==> config.mk <==
export PLATFORM = sky130hd
export DESIGN_NAME = seq_multiplier_flat
export DESIGN_NICKNAME = d
export VERILOG_FILES = /design/src/rtl/seq_multiplier_if.sv /design/src/rtl/seq_multiplier.sv /design/src/flat_wrapper.sv
export SDC_FILE = /design/constraint.sdc
export NUM_CORES = 1
export LEC_CHECK = 0
export CORE_ASPECT_RATIO = 1.75
export CORE_MARGIN = 3
export CORE_UTILIZATION = 35
export DETAILED_ROUTE_END_ITERATION = 16
export PLACE_DENSITY = 0.64
export SYNTH_ARGS = -nofsm -noshare
export SYNTH_HDL_FRONTEND = slang
export SYNTH_SLANG_ARGS = --single-unit
export TNS_END_PERCENT = 30
==> constraint.sdc <==
create_clock -name clk -period 3.5 [get_ports clk]
set_clock_uncertainty 0.15 [all_clocks]
set_input_delay 0.7 -clock clk [delete_from_list [all_inputs] [get_ports clk]]
set_output_delay 0.7 -clock clk [all_outputs]
set_load 0.02 [all_outputs]
Met4 routing:
The bar under the picture is 20 um long. Supply wires on this layer in grey.
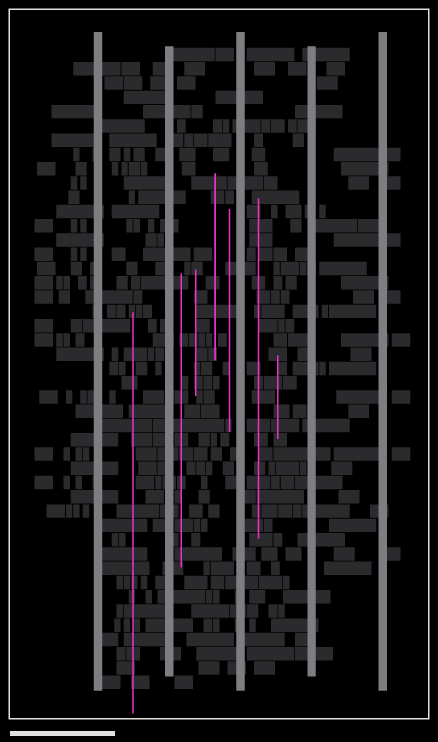
- main direction: vertical
- wire length on this layer: 314 um
total length of routed wires: 7.58 mm
vias post-DR: 2689

The metal 1 layer:
Supply wires on this layer in grey.
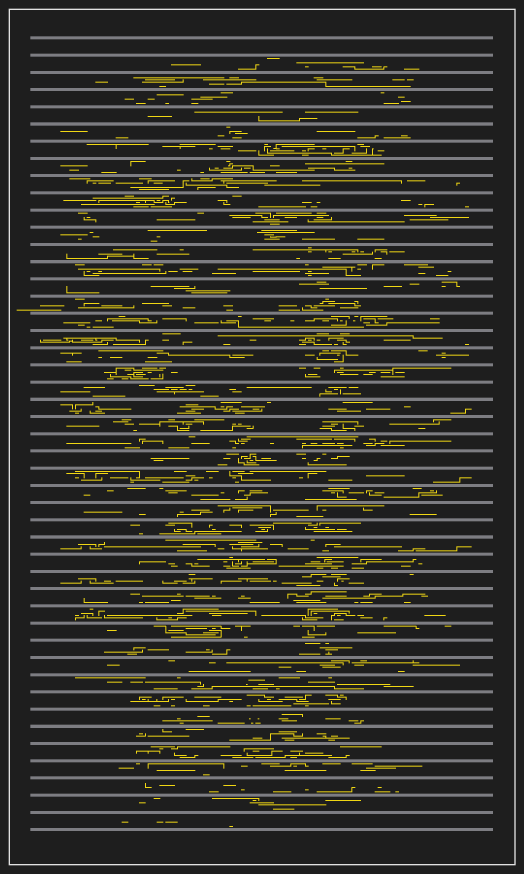
- main direction: horizontal
- wire length on this layer: 2930 um
- nets with wire on the layer: 388
- share of all routed wire: 39%
GR Util met1: 16.0%

Cells coloured by class:
The bar under the picture is 20 um long. Fill, decap, tap and diode cells in grey.
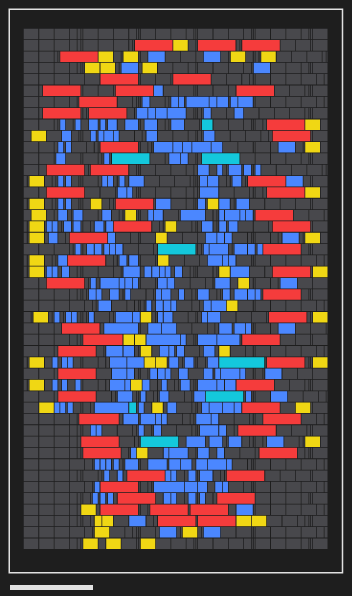
- blue: remaining logic cells (cells 278; share of their area 47%)
- yellow: remaining buffers and delay cells (cells 58; share of their area 13%)
- red: registers (cells 56; share of their area 36%)
- cyan: clock drivers and dummy loads (cells 8; share of their area 4.2%)
final core utilization: 44.8%
std cell rows: 46

Cell density map:
The die is cut into 8 by 13 equal tiles; white is low, dark blue is high, 0 to 100% covered.
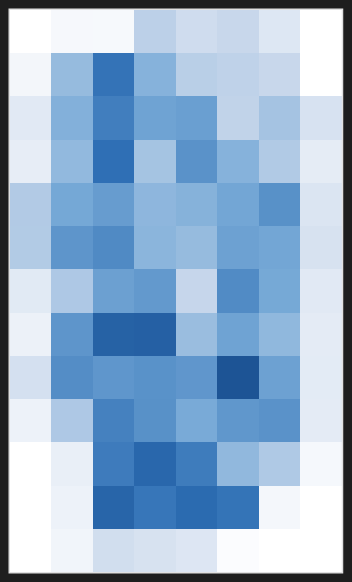
- mean over tiles: 37%
- nearly empty tiles: 9.6%
- tiles over 75% full: 5.8%
Core ar.: 9150 um2
Init Core Util: 36.4%

Congestion heat map:
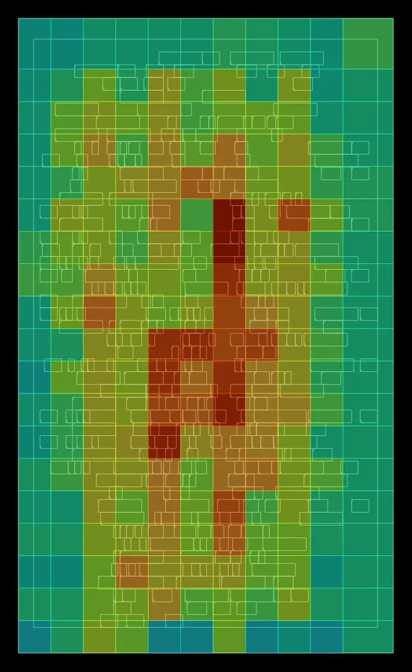
gr busiest metal: met2
aggregate global-route resource usage: 15.0%
GR Util met2: 27.7%

==> Slide: Implementation Results <==
Synthesis and Place & Route Summary

Outcome
  • Status: complete, no violations

Setup path
  • CP startpoint kind: register
  • CP required: 3540 ps
  • FF-to-FF path depth: 14
  • Crit-path max FO: 12
  • CP endpoint kind: register
  • R2R setup slack: 210 ps

Floorplan
  • Total die size: 10800 um2
  • Die Width: 79.7 um
  • Die span in y: 135 um

Placed design
  • IO Port Bufs: 38
  • DP HPWL: 5.87 mm

Clock tree
  • Htree depth: 2
  • TritonCTS clock tree: yes
  • Cts hold-fix bufs: 0
  • Clock buffer count from CTS: 5
  • Max clock buf depth: 2
  • Clk sinks: 56
  • CTS root buffer: clkbuf_16

Min path
  • Hold Path Cell Cnt: 1
  • Worst min path class: reg -> reg

Final layout
  • Diodes inserted: 0
  • Post-route cell area: 4100 um2
  • Share of layout cells above drive strength 1: 15.3%
  • Final net count: 435
  • Flop area: 1400 um2
  • Area grow syn2layout: 23.2%

Synth
  • Async SR Flop Fraction: 100%
  • Area leader share: 42.1%
  • Yosys chip area: 3330 um2
  • Sequential area share after synthesis: 42.1%
  • Cells in synth_stat.txt: 353
  • And-or/or-and share of the synthesized area: 16.2%
  • Syn Area/Cell: 9.42 um2
  • Ys Warns: 0
  • Yosys xor share: 2.37%
  • Dominant register cell: dfrtp_1
  • Largest area contributor in the netlist: dfrtp_1
  • Post-synthesis instance total: 353
  • Mapped Area: 3330 um2

Detailed routing
  • DRT iter0 DRCs: 95
  • Drt wl/cell: 14.6 um
  • DR DRC count: 0
  • Post-route antenna net violation count: 0
  • Post-DR vias/cell: 5.17
  • Drt pass-1 iters: 4

Final timing
  • Max Fclk: 0.304 GHz
  • Slew Limit Fails: 0
  • Fin crit period: 3290 ps
  • Slew headroom: 53.5%
  • Crit share post-route: 93.9%
  • Setup TNS Final: 0 ps

Global route
  • Total gr overflow: 0
  • Pin count of the biggest net entering global routing: 57
  • Initial antenna violation count: 0

Flow run
  • Tool Warnings: 27
  • Max-cap violations: 0

Pwr
  • Power density over cell area: 1010 nW/um2
per-layer routing:
| layer | vias to the layer above | share of wire [%] | track usage, % |
|---|---|---|---|
| li1 | 1346 | - | - |
| met1 | 1284 | 39 | 16.0 |
| met2 | 43 | 55 | 27.7 |
| met3 | 16 | 2.5 | 2.00 |
| met4 | 0 | 4.1 | 8.41 |
| met5 | - | 0 | 0 |
worst max-delay path, cell delays in order (launching register included):
cell,delay (ps)
dfrtp_2,470
buf_4,200
nand3b_1,160
o21ai_0,130
nand2_1,80
o21ai_0,100
nor2b_1,180
ha_1,290
a21o_1,200
o21ai_2,190
and2b_4,200
a2111oi_1,60
buf_4,170
or3_1,330
a32o_1,250
cells in the final DEF, fill, tap and decap left out, drive strengths merged, types with 2 or more instances in the layout:
master         synthesis  layout
xor2                   4       4
a211o                  2       2
mux4                   2       2
o21a                   2       2
dfrtp                 56      56
a22o                   2       2
inv                    4       4
xnor2                  5       5
ha                    16      16
mux2i                  9       9
nor3                   5       5
a211oi                 3       3
clkbuf                13       5
mux2                  21      21
nand2b                 3       3
a21o                   7       7
nor3b                  3       3
a2111oi                3       3
and2                   6       6
nand3                  9       9
or3                    2       2
a21oi                 11      11
nor2                  27      27
nand2                 63      63
a31oi                  2       2
nand3b                 2       2
o31ai                  3       3
o22ai                 10      10
nand4                  3       3
clkdlybuf4s50          0      37
o21ai                 29      29
nor2b                  7       7
buf                    6      21
o21bai                 2       2
power by group:
group          internal (mW)  switching, mW  total [mW]  leakage [nW]
clock                  0.336          0.228       0.564        0.0798
combinational           1.13           1.31        2.44          1.04
sequential             0.923          0.220        1.14         0.667
area by class of cell:
cell class                 instances  area share [%]
clock buffer                       5            3.05
sequential                        56            34.2
multi-input combinational        274            44.8
tap                              120            3.66
inverter                           4           0.366
timing repair buffer              58            12.8
clock inverter                     3            1.04
kinds of logic after synthesis:
family	count (synthesis)
simple gates	133
compound gates	83
flops	56
mux	32
buf+inv	23
fa+ha+maj	17
xor+xnor	9
stage by stage:
stage                     power [mW]  worst slack [ps]  hold slack (ps)  std cells
final                           4.15               214              351        520
after global routing            4.49             -27.7              366        520
after CTS                       4.15              55.8              360        517
after detailed placement        3.56              4.28              341        509
after global placement          3.52              21.5              330        509
after floorplan                 2.88               393              254        353
timing repair:
item | CTS | global route
pin swaps | 0 | 0
gates resized | 1 | 6
setup endpoints to repair | 1 | 4
setup buffers | 0 | 3
No activity file was given, so power comes from the tool's default toggle rates.
